**Run 1: the clock network**

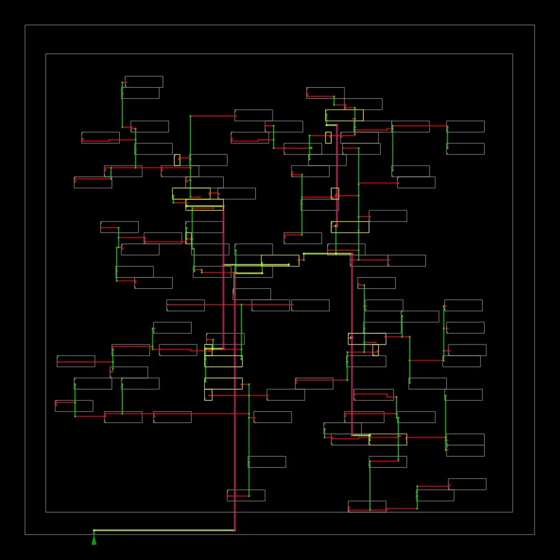
**Run 1: signal wires by layer**

Scale bar: 20 um.
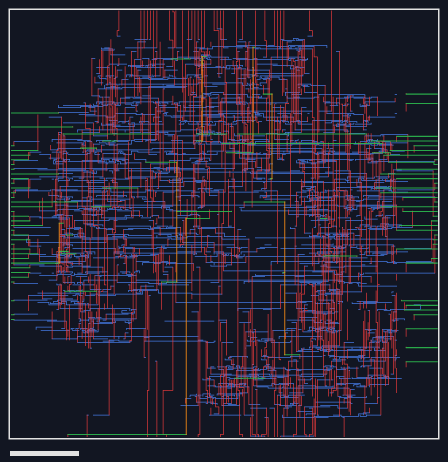
**Run 1: sequential cells grouped by signal name**

Scale bar: 20 um.
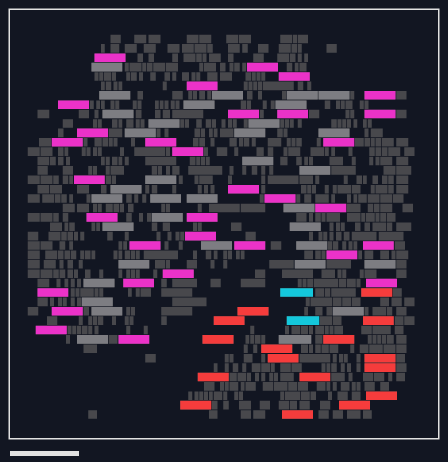
--- src/rtl/fact_sel_pipe.sv ---
// fact_sel_pipe
// -------------
// Registered operand selector feeding the factorial multiplier. Each accepted
// request picks one of NCH operand channels, or the constant CONST_VAL when
// force_const is high. The chosen operand is queued in a 2-entry FIFO. The
// head entry is the output register and the tail entry is the skid register.
// Multiplier backpressure therefore never drops or repeats an operand.
//
// Ports:
//   clk          rising-edge clock
//   rst_n        asynchronous active-low reset
//   in_valid     upstream presents an operand request
//   in_ready     block can accept a request (registered, state-only)
//   force_const  1: select CONST_VAL; sel and in_data are ignored
//   sel          channel index used when force_const=0
//   in_data      NCH packed channels, channel k at [k*WIDTH +: WIDTH]
//   out_valid    out_data holds a valid operand
//   out_ready    downstream accepts the operand this cycle
//   out_data     selected operand (head of the FIFO)
//   sel_err      sticky: a request was accepted with an out-of-range sel
//   count        operands delivered, modulo 2**16
module fact_sel_pipe #(
    parameter int                 WIDTH     = 32,
    parameter int                 NCH       = 2,
    parameter int                 SEL_W     = 4,
    parameter logic [WIDTH-1:0]   CONST_VAL = {{(WIDTH-1){1'b0}}, 1'b1}
) (
    input  logic                  clk,
    input  logic                  rst_n,
    input  logic                  in_valid,
    output logic                  in_ready,
    input  logic                  force_const,
    input  logic [SEL_W-1:0]      sel,
    input  logic [NCH*WIDTH-1:0]  in_data,
    output logic                  out_valid,
    input  logic                  out_ready,
    output logic [WIDTH-1:0]      out_data,
    output logic                  sel_err,
    output logic [15:0]           count
);

    // The extra bit lets a 4-bit sel be compared against NCH=16.
    localparam logic [SEL_W:0] NCH_L = (SEL_W+1)'(NCH);

    typedef enum logic [1:0] {
        ST_EMPTY = 2'd0,
        ST_ONE   = 2'd1,
        ST_FULL  = 2'd2
    } state_t;

    // Returns channel s of d. An index with no matching channel returns zero.
    function automatic logic [WIDTH-1:0] pick_chan(
        input logic [NCH*WIDTH-1:0] d,
        input logic [SEL_W-1:0]     s
    );
        logic [WIDTH-1:0] res;
        res = {WIDTH{1'b0}};
        for (int k = 0; k < NCH; k++) begin
            if ({1'b0, s} == (SEL_W+1)'(k)) begin
                res = d[k*WIDTH +: WIDTH];
            end else begin
                res = res;
            end
        end
        return res;
    endfunction

    state_t             r_state;
    logic [WIDTH-1:0]   r_head;
    logic [WIDTH-1:0]   r_tail;
    logic               r_out_valid;
    logic               r_in_ready;
    logic               r_sel_err;
    logic [15:0]        r_count;

    state_t             w_state_nxt;
    logic [WIDTH-1:0]   w_head_nxt;
    logic [WIDTH-1:0]   w_tail_nxt;
    logic               w_accept;
    logic               w_deliver;
    logic               w_sel_bad;
    logic [WIDTH-1:0]   w_sel_data;

    // Handshake qualifiers and the operand selected at accept time
    always_comb begin
        w_accept  = in_valid & r_in_ready;
        w_deliver = r_out_valid & out_ready;
        w_sel_bad = ~force_const & ({1'b0, sel} >= NCH_L);
        if (force_const) begin
            w_sel_data = CONST_VAL;
        end else begin
            w_sel_data = pick_chan(in_data, sel);
        end
    end

    // FIFO next-state logic: the head always holds the oldest operand
    always_comb begin
        w_state_nxt = r_state;
        w_head_nxt  = r_head;
        w_tail_nxt  = r_tail;
        case (r_state)
            ST_EMPTY: begin
                if (w_accept) begin
                    w_state_nxt = ST_ONE;
                    w_head_nxt  = w_sel_data;
                end else begin
                    w_state_nxt = ST_EMPTY;
                end
            end
            ST_ONE: begin
                if (w_accept && w_deliver) begin
                    w_head_nxt  = w_sel_data;
                end else if (w_accept) begin
                    w_state_nxt = ST_FULL;
                    w_tail_nxt  = w_sel_data;
                end else if (w_deliver) begin
                    // The head value is kept; it is don't-care while out_valid is 0.
                    w_state_nxt = ST_EMPTY;
                end else begin
                    w_state_nxt = ST_ONE;
                end
            end
            ST_FULL: begin
                // in_ready is 0 here, so no accept can happen.
                if (w_deliver) begin
                    w_state_nxt = ST_ONE;
                    w_head_nxt  = r_tail;
                end else begin
                    w_state_nxt = ST_FULL;
                end
            end
            default: begin
                w_state_nxt = ST_EMPTY;
            end
        endcase
    end

    // State, storage and flags. The handshake flags are registered from the next state.
    always_ff @(posedge clk or negedge rst_n) begin
        if (!rst_n) begin
            r_state     <= ST_EMPTY;
            r_head      <= {WIDTH{1'b0}};
            r_tail      <= {WIDTH{1'b0}};
            r_out_valid <= 1'b0;
            r_in_ready  <= 1'b1;
            r_sel_err   <= 1'b0;
            r_count     <= 16'd0;
        end else begin
            r_state     <= w_state_nxt;
            r_head      <= w_head_nxt;
            r_tail      <= w_tail_nxt;
            r_out_valid <= (w_state_nxt != ST_EMPTY);
            r_in_ready  <= (w_state_nxt != ST_FULL);
            if (w_accept && w_sel_bad) begin
                r_sel_err <= 1'b1;
            end else begin
                r_sel_err <= r_sel_err;
            end
            if (w_deliver) begin
                r_count <= r_count + 16'd1;
            end else begin
                r_count <= r_count;
            end
        end
    end

    assign in_ready  = r_in_ready;
    assign out_valid = r_out_valid;
    assign out_data  = r_head;
    assign sel_err   = r_sel_err;
    assign count     = r_count;

endmodule

--- config.mk ---
export PLATFORM = sky130hd
export DESIGN_NAME = fact_sel_pipe
export DESIGN_NICKNAME = d
export VERILOG_FILES = /design/src/rtl/fact_sel_pipe.sv
export SDC_FILE = /design/constraint.sdc
export NUM_CORES = 1
export LEC_CHECK = 0
export ABC_AREA = 1
export CAP_MARGIN = 30
export CELL_PAD_IN_SITES_DETAIL_PLACEMENT = 0
export CELL_PAD_IN_SITES_GLOBAL_PLACEMENT = 1
export CORE_MARGIN = 5
export CORE_UTILIZATION = 34
export CTS_CLUSTER_DIAMETER = 60
export DETAILED_ROUTE_END_ITERATION = 16
export PLACE_DENSITY = 0.91
export SLEW_MARGIN = 25
export SYNTH_ARGS = -nofsm -noshare
export SYNTH_HDL_FRONTEND = slang
export SYNTH_SLANG_ARGS = --single-unit
--- constraint.sdc ---
create_clock -name clk -period 1.5 [get_ports clk]
set_input_delay 0.45 -clock clk [delete_from_list [all_inputs] [get_ports clk]]
set_output_delay 0.45 -clock clk [all_outputs]
set_load 0.005 [all_outputs]
==> tab_implementation.tex, run 1 <==
% Implementation results table
\begin{tabular}{lr}
\hline
Metric & Value \\
\hline
\multicolumn{2}{l}{\textbf{Run status}} \\
Result of the run & completed \\
\multicolumn{2}{l}{\textbf{Power and ir drop}} \\
Cell Int Power & 6.420 mW \\
Worst voltage drop across the vdd grid & 0.6404 mV \\
\multicolumn{2}{l}{\textbf{Synth}} \\
Synth Register Bits & 85 \\
Number of flops mapped to enable cells by yosys & 0 \\
Leading area contributor after synthesis & dfrtp\_1 \\
Average size of a mapped cell & 7.243 sq um \\
Post-synthesis cell count & 610 \\
\multicolumn{2}{l}{\textbf{Clock tree}} \\
Clk root buf & clkbuf\_16 \\
\# hold bufs at CTS & 0 \\
Number of gates resized after CTS & 66 \\
Number of setup buffers added after CTS & 18 \\
\# clock sinks & 85 \\
\multicolumn{2}{l}{\textbf{Die}} \\
Count of pins on the block boundary & 124 \\
Horizontal extent of the die & 124.0 um \\
Die footprint & 0.01537 sq mm \\
Floorplan core density & 0.3487 \\
\multicolumn{2}{l}{\textbf{Route}} \\
Detailed Route Iter0 Violations & 251 \\
Via count & 4469 \\
Post-Route WL & 13820 um \\
Via count normalized by instance count & 4.729 \\
DRC violations left & 0 \\
\multicolumn{2}{l}{\textbf{Layout}} \\
Diodes inserted & 0 \\
Area growth, synth to finish & 51.43\% \\
\multicolumn{2}{l}{\textbf{Place}} \\
Half-perimeter wire length of the detailed placement result & 9069 um \\
\multicolumn{2}{l}{\textbf{Run}} \\
Max cap viols & 0 \\
\multicolumn{2}{l}{\textbf{Critical path}} \\
Type of the worst setup path & flip-flop to output pin \\
First element of the critical path & out\_data[0] \\
Worst-path maximum fanout & 2 \\
Crit-path slowest cell & dfrtp\_1 \\
\multicolumn{2}{l}{\textbf{STA}} \\
Final count of pins violating max slew & 0 \\
Highest clock rate & 0.6815 GHz \\
Slew @ Worst Pin & 0.3279 ns \\
Final total negative setup slack & 0 ns \\
Normalized max-slew margin & 0.7814 \\
\hline
\end{tabular}
Back to the opening pictures, 'the clock network':
clock skew: 0.005366 ns
clock buffer count: 13
flop count: 85
number of buffers added by the clock tree synthesis step: 9
worst-skew pair later-pin latency: 0.33 ns

Back to the opening pictures, 'signal wires by layer':
Key: M3 = green [wire length 807 um]; M1 = blue [wire length 6230 um]; M4 = orange [wire length 233 um]; M2 = red [wire length 6560 um]

Back to the opening pictures, 'sequential cells grouped by signal name':
Key: count = red [placed flops 16]; out_data = magenta [placed flops 32]; r_state = cyan [placed flops 2]

-- run 1: stage by stage --
| stage | worst slack [ns] | std cells | total power [mW] | hold WS, ns |
|---|---|---|---|---|
| after global routing | -0.03521 | 945 | 10.92 | 0.03567 |
| after floorplan | 0.1835 | 610 | 5.340 | 0.1544 |
| after global placement | -0.3854 | 901 | 7.225 | 0.3728 |
| final | 0.03264 | 945 | 10.19 | 0.01504 |
| after detailed placement | -0.4188 | 901 | 7.333 | 0.3798 |
| after CTS | -0.04708 | 939 | 9.752 | 0.02161 |
-- run 1: Yosys cell counts (4+ instances only) --
master / instances
nor2_1: 72
nand3_1: 73
inv_1: 21
buf_2: 23
dfrtp_1: 84
o21ai_1: 31
a21oi_1: 4
xor2_1: 6
nand2_1: 261
-- run 1: flip-flops by register name (all words and copies together), names as in the netlist --
signal     cells
count         16
r_tail        32
r_state        2
sel_err        1
in_ready       1
out_valid      1
out_data      32
-- run 1: routing by layer --
metal	part of all wire	routed length, um	GRT usage	vias up
li1	-	-	-	2246
met1	0.45	6225	0.2487	2083
met2	0.47	6559	0.2879	124
met3	0.058	806	0.02906	16
met4	0.017	232	0.06366	0
met5	0	0	0	-
-- run 1: layout make-up --
type,instances,area (sq um),area share
Clock buffer,13,240.2,0.03591
Clock inverter,3,15.01,0.002244
Inverter,22,82.58,0.01234
Multi-Input combinational cell,469,2181,0.3260
Sequential cell,85,2131,0.3185
Tap cell,172,215.2,0.03217
Timing Repair Buffer,181,1826,0.2729
-- run 1: kinds of logic after synthesis --
group	synth area share
and+or+nand+nor	0.3920
DFF	0.4817
buffers and inverters	0.06089
AOI/OAI and AO/OA	0.04475
xor gates and xnor gates	0.01784
adders and majority gates	0.002832
**Run 1: port wiring**

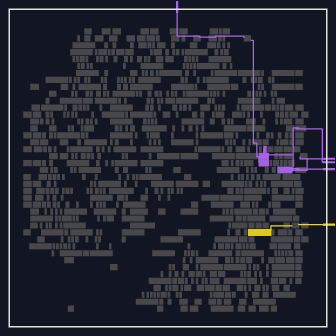

==> inputs of run 2 (changes only) <==
--- a/config.mk
+++ b/config.mk
@@ -14,6 +14,7 @@
 export CTS_CLUSTER_DIAMETER = 60
 export DETAILED_ROUTE_END_ITERATION = 16
 export PLACE_DENSITY = 0.91
+export REMOVE_ABC_BUFFERS = 1
 export SLEW_MARGIN = 25
 export SYNTH_ARGS = -nofsm -noshare
 export SYNTH_HDL_FRONTEND = slang
**Run 2: port wiring**

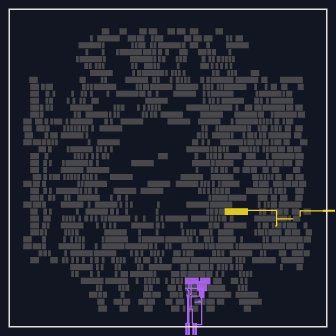
Key: sel = purple [direction input, end cells 5, buffers 4, wire 96.9 um]; out_valid = yellow [direction output, end cells 1, buffers 1, wire 36.6 um]

==> run 2 against run 1 <==
Against the previous run: wire length up 1.4%; die size unchanged; utilization shrank 0.13 points; clock skew is 0.0014 ns lower; total power fell by 6.6%; fmax down 0.21%; sequential cell count is the same; synthesized cell count unchanged; register-to-register slack barely moved; combinational power shrank 18%; largest power group unchanged; critical path type unchanged; setup slack got worse by 0.0031 ns.
==> tab_implementation.tex, run 2 <==
% Implementation results table
\begin{tabular}{lr}
\hline
Metric & Value \\
\hline
\multicolumn{2}{l}{\textbf{Route}} \\
Wire length on met2 & 6914 um \\
Post-Route WL & 14020 um \\
Routed length on met1 & 5909 um \\
Via count & 4552 \\
Via count normalized by instance count & 4.848 \\
Total length of routed met3 wires & 789 um \\
Detailed Route Iter0 Violations & 256 \\
DRC violations left & 0 \\
Highest routing layer actually used & met4 \\
\multicolumn{2}{l}{\textbf{Run}} \\
Max cap viols & 0 \\
\multicolumn{2}{l}{\textbf{Clock tree}} \\
Clk root buf & clkbuf\_16 \\
\# clock sinks & 85 \\
Number of buffers added by the clock tree synthesis step & 9 \\
Worst-skew pair later-pin latency & 0.34 ns \\
\multicolumn{2}{l}{\textbf{Die}} \\
Die footprint & 0.01537 sq mm \\
Count of pins on the block boundary & 124 \\
Horizontal extent of the die & 124.0 um \\
\multicolumn{2}{l}{\textbf{STA}} \\
Clock skew & 0.003945 ns \\
Normalized max-slew margin & 0.7343 \\
Highest clock rate & 0.6801 GHz \\
Final total negative setup slack & 0 ns \\
Worst path setup slack after routing & 0.02953 ns \\
\multicolumn{2}{l}{\textbf{Synth}} \\
Average size of a mapped cell & 7.243 sq um \\
Post-synthesis cell count & 610 \\
Synth Register Bits & 85 \\
Number of flops mapped to enable cells by yosys & 0 \\
Leading area contributor after synthesis & dfrtp\_1 \\
\multicolumn{2}{l}{\textbf{Run status}} \\
Result of the run & completed \\
\multicolumn{2}{l}{\textbf{Power and ir drop}} \\
Worst voltage drop across the vdd grid & 0.6621 mV \\
\multicolumn{2}{l}{\textbf{Global routing}} \\
Global routing usage on met1 & 0.2047 \\
Met2 track utilization from global routing & 0.2913 \\
Global-route layer with the greatest usage & met2 \\
\multicolumn{2}{l}{\textbf{Place}} \\
Worst-case setup slack after placement & -0.3695 ns \\
\multicolumn{2}{l}{\textbf{Layout}} \\
Diodes inserted & 0 \\
\hline
\end{tabular}
## run 2: cell counts after synthesis
Identical to the previous run, type by type.
## run 2: final timing paths
kind / startpoint / end / slack, ns / cells past startpoint
min in group clk: out_data[29] / out_data[29] / 0.47 / 2
hold reg to reg: out_data[29] / out_data[29] / 0.47 / 2
max in group asynchronous: rst_n / r_tail[19] / 0.95 / 2
setup / recovery: count[8] / count[8] / 0.03 / 1
hold / removal: rst_n / count[0] / 0.03 / 1
setup reg to reg: in_ready / r_tail[13] / 0.05 / 6
## run 2: timing repair
| item | 4_1_cts | 5_1_grt |
|---|---|---|
| endpoints found under the setup margin | 54 | 69 |
| hold endpoints to repair | 0 | 0 |
| buffers inserted | 17 | 3 |
| resized | 57 | 28 |
| pin swaps | 0 | 9 |
| gates cloned | 0 | 7 |
| hold buffers | 0 | 0 |
## run 2: cells by family (layout without fill, tap and decap cells)
kind of cell | Yosys count | count (layout) | synth area share
compound gates | 39 | 39 | 0.04475
fa+ha+maj | 1 | 1 | 0.002832
flops | 85 | 85 | 0.4817
buf+inv | 56 | 213 | 0.06089
simple gates | 420 | 420 | 0.3920
xor+xnor | 9 | 9 | 0.01784
## run 2: layout make-up
cell class	count	area, sq um	share of cell area
sequential	85	2128	0.3189
multi-input combinational	469	2115	0.3168
timing repair buffer	178	1864	0.2793
clock inverter	3	40.04	0.005999
inverter	22	82.58	0.01237
clock buffer	10	229.0	0.03431
tap	172	215.2	0.03225
## run 2: worst register-to-register path, stage by stage, from the launching register on
cell     delay (ns)
dfstp_2        0.56
nand2_4        0.08
nor2_4         0.13
nand3_4        0.15
buf_12         0.19
buf_4          0.13
o21ai_1        0.14
## run 2: where the power goes
group	switching (mW)	internal (mW)	leakage, nW
registers	0.389	2.92	1.13
clock network	0.889	1.26	0.134
logic	2.19	1.87	2.44
**Run 2: the clock network**

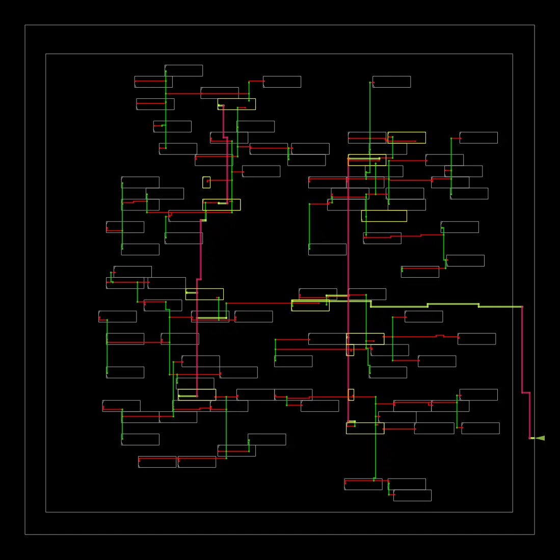

==> inputs of run 3 (changes only) <==
==> constraint.sdc (replaced) <==
create_clock -name clk -period 1.5 [get_ports clk]
set_input_delay 0.3 -clock clk [delete_from_list [all_inputs] [get_ports clk]]
set_output_delay 0.3 -clock clk [all_outputs]
set_load 0.005 [all_outputs]
**Run 3: the clock network**

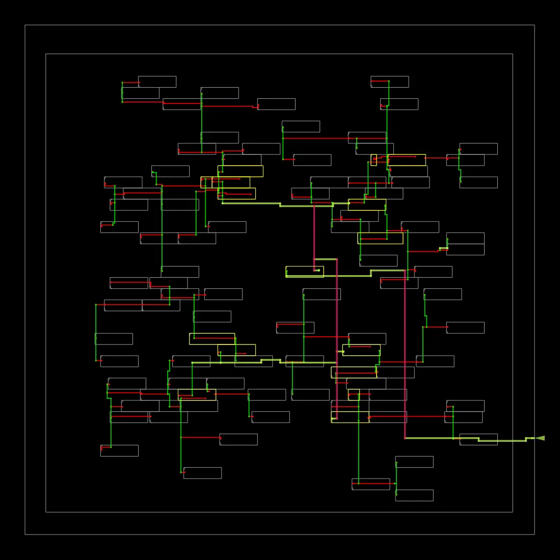
clock skew: 0.004564 ns
# clock sinks: 85

==> run 3 against run 2 <==
Against the previous run: wire length is 8.1% lower; final area is 0.13% higher; utilization is 0.069 points higher; sequential power hardly changed; register-to-register slack hardly changed; sequential share of layout area hardly changed; critical path depth is 5 higher; global-route usage is 0.082 points higher; first-iteration DRC count stayed put; total power is 7.3% higher; highest routed layer unchanged.
==> tab_implementation.tex, run 3 <==
% Implementation results table
\begin{tabular}{lr}
\hline
Metric & Value \\
\hline
\multicolumn{2}{l}{\textbf{Route}} \\
Post-Route WL & 12880 um \\
Total length of routed met3 wires & 711 um \\
Wire length on met2 & 6416 um \\
Highest routing layer actually used & met4 \\
Detailed Route Iter0 Violations & 256 \\
Routed length on met1 & 5615 um \\
Via count & 4392 \\
\multicolumn{2}{l}{\textbf{Layout}} \\
Diodes inserted & 0 \\
Area taken by multi-input logic gates & 0.002100 sq mm \\
Share of cell area taken by flip-flops and latches & 0.3185 \\
Clock buffer count & 10 \\
Non-CTS inverters & 22 \\
Comb area share & 0.3142 \\
Layout clock area frac & 0.05448 \\
Area growth, synth to finish & 51.26\% \\
Area taken by flip-flops and latches & 0.002128 sq mm \\
Leading cell category by total area & registers \\
\multicolumn{2}{l}{\textbf{Critical path}} \\
Type of the worst setup path & flip-flop to flip-flop \\
Worst-path maximum fanout & 8 \\
First element of the critical path & in\_ready \\
\multicolumn{2}{l}{\textbf{STA}} \\
Slew @ Worst Pin & 0.3880 ns \\
Final count of pins violating max slew & 0 \\
Normalized max-slew margin & 0.7408 \\
\multicolumn{2}{l}{\textbf{Place}} \\
Cell total after placement & 893 \\
Half-perimeter wire length of the detailed placement result & 8888 um \\
\multicolumn{2}{l}{\textbf{Die}} \\
Die footprint & 0.01537 sq mm \\
Horizontal extent of the die & 124.0 um \\
Count of pins on the block boundary & 124 \\
Well Taps & 172 \\
\multicolumn{2}{l}{\textbf{Synth}} \\
Leading cell type by number of instances after synthesis & nand2\_1 \\
Leading area contributor after synthesis & dfrtp\_1 \\
Post-synthesis cell count & 610 \\
Number of flops mapped to enable cells by yosys & 0 \\
\multicolumn{2}{l}{\textbf{Clock tree}} \\
\# hold bufs at CTS & 1 \\
Worst-skew pair later-pin latency & 0.33 ns \\
Number of gates resized after CTS & 44 \\
\multicolumn{2}{l}{\textbf{Power and ir drop}} \\
Flop+latch power & 3.31 mW \\
Worst voltage drop across the vdd grid & 0.7090 mV \\
Reported combinational group power & 4.20 mW \\
Cell Int Power & 6.733 mW \\
Switching share of power & 0.3409 \\
Fraction of power consumed by the clock network & 0.265 \\
\multicolumn{2}{l}{\textbf{Run status}} \\
Result of the run & completed \\
\multicolumn{2}{l}{\textbf{Global routing}} \\
Met2 track utilization from global routing & 0.2879 \\
\hline
\end{tabular}
[run 3: netlist changes by cell type in the layout (fill, tap and decap cells not counted), moves of 3 or more]
cell | before | now
dlygate4sd2_1 | 50 | 39
clkdlybuf4s50_1 | 65 | 71
dlymetal6s2s_1 | 6 | 12
clkbuf_16 | 15 | 10
bufinv_16 | 1 | 4
[run 3: path summary, 6_finish.rpt]
kind,depth (start not counted),end,slack [ns]
setup / recovery,6,r_tail[21],0.05
hold / removal,2,r_state[0],0.40
setup reg to reg,6,r_tail[21],0.05
hold reg to reg,2,sel_err,0.48
max in group asynchronous,3,in_ready,0.58
min in group clk,2,sel_err,0.48
[run 3: stage by stage]
step / instance area, sq um / power (mW) / setup slack, ns / hold WS [ns] / TNS (ns)
after floorplan: 4232 / 5.087 / -0.8129 / 0.004409 / -27.37
after global placement: 5996 / 7.173 / -0.1682 / 0.2074 / -7.953
after CTS: 6539 / 10.14 / 0.001663 / 0.3950 / 0
after global routing: 6683 / 10.94 / -0.06557 / 0.4245 / -0.1161
final: 6683 / 10.22 / 0.05020 / 0.4035 / 0
after detailed placement: 5996 / 7.298 / -0.2267 / 0.2106 / -10.81
[run 3: logic make-up (layout without fill, tap and decap cells)]
group | Yosys count | count (layout) | share of synthesized area
and+or+nand+nor | 420 | 420 | 0.3920
DFF | 85 | 85 | 0.4817
buffers and inverters | 56 | 210 | 0.06089
AOI/OAI and AO/OA | 39 | 39 | 0.04475
xor gates and xnor gates | 9 | 9 | 0.01784
adders and majority gates | 1 | 1 | 0.002832
[run 3: worst max-delay path, delay by kind of cell (launching register included)]
family | cells | cell delay [ns]
DFF | 1 | 0.56
AOI/OAI and AO/OA | 1 | 0.14
buffers and inverters | 2 | 0.33
and+or+nand+nor | 3 | 0.34
Power and IR drop assume default switching activity.
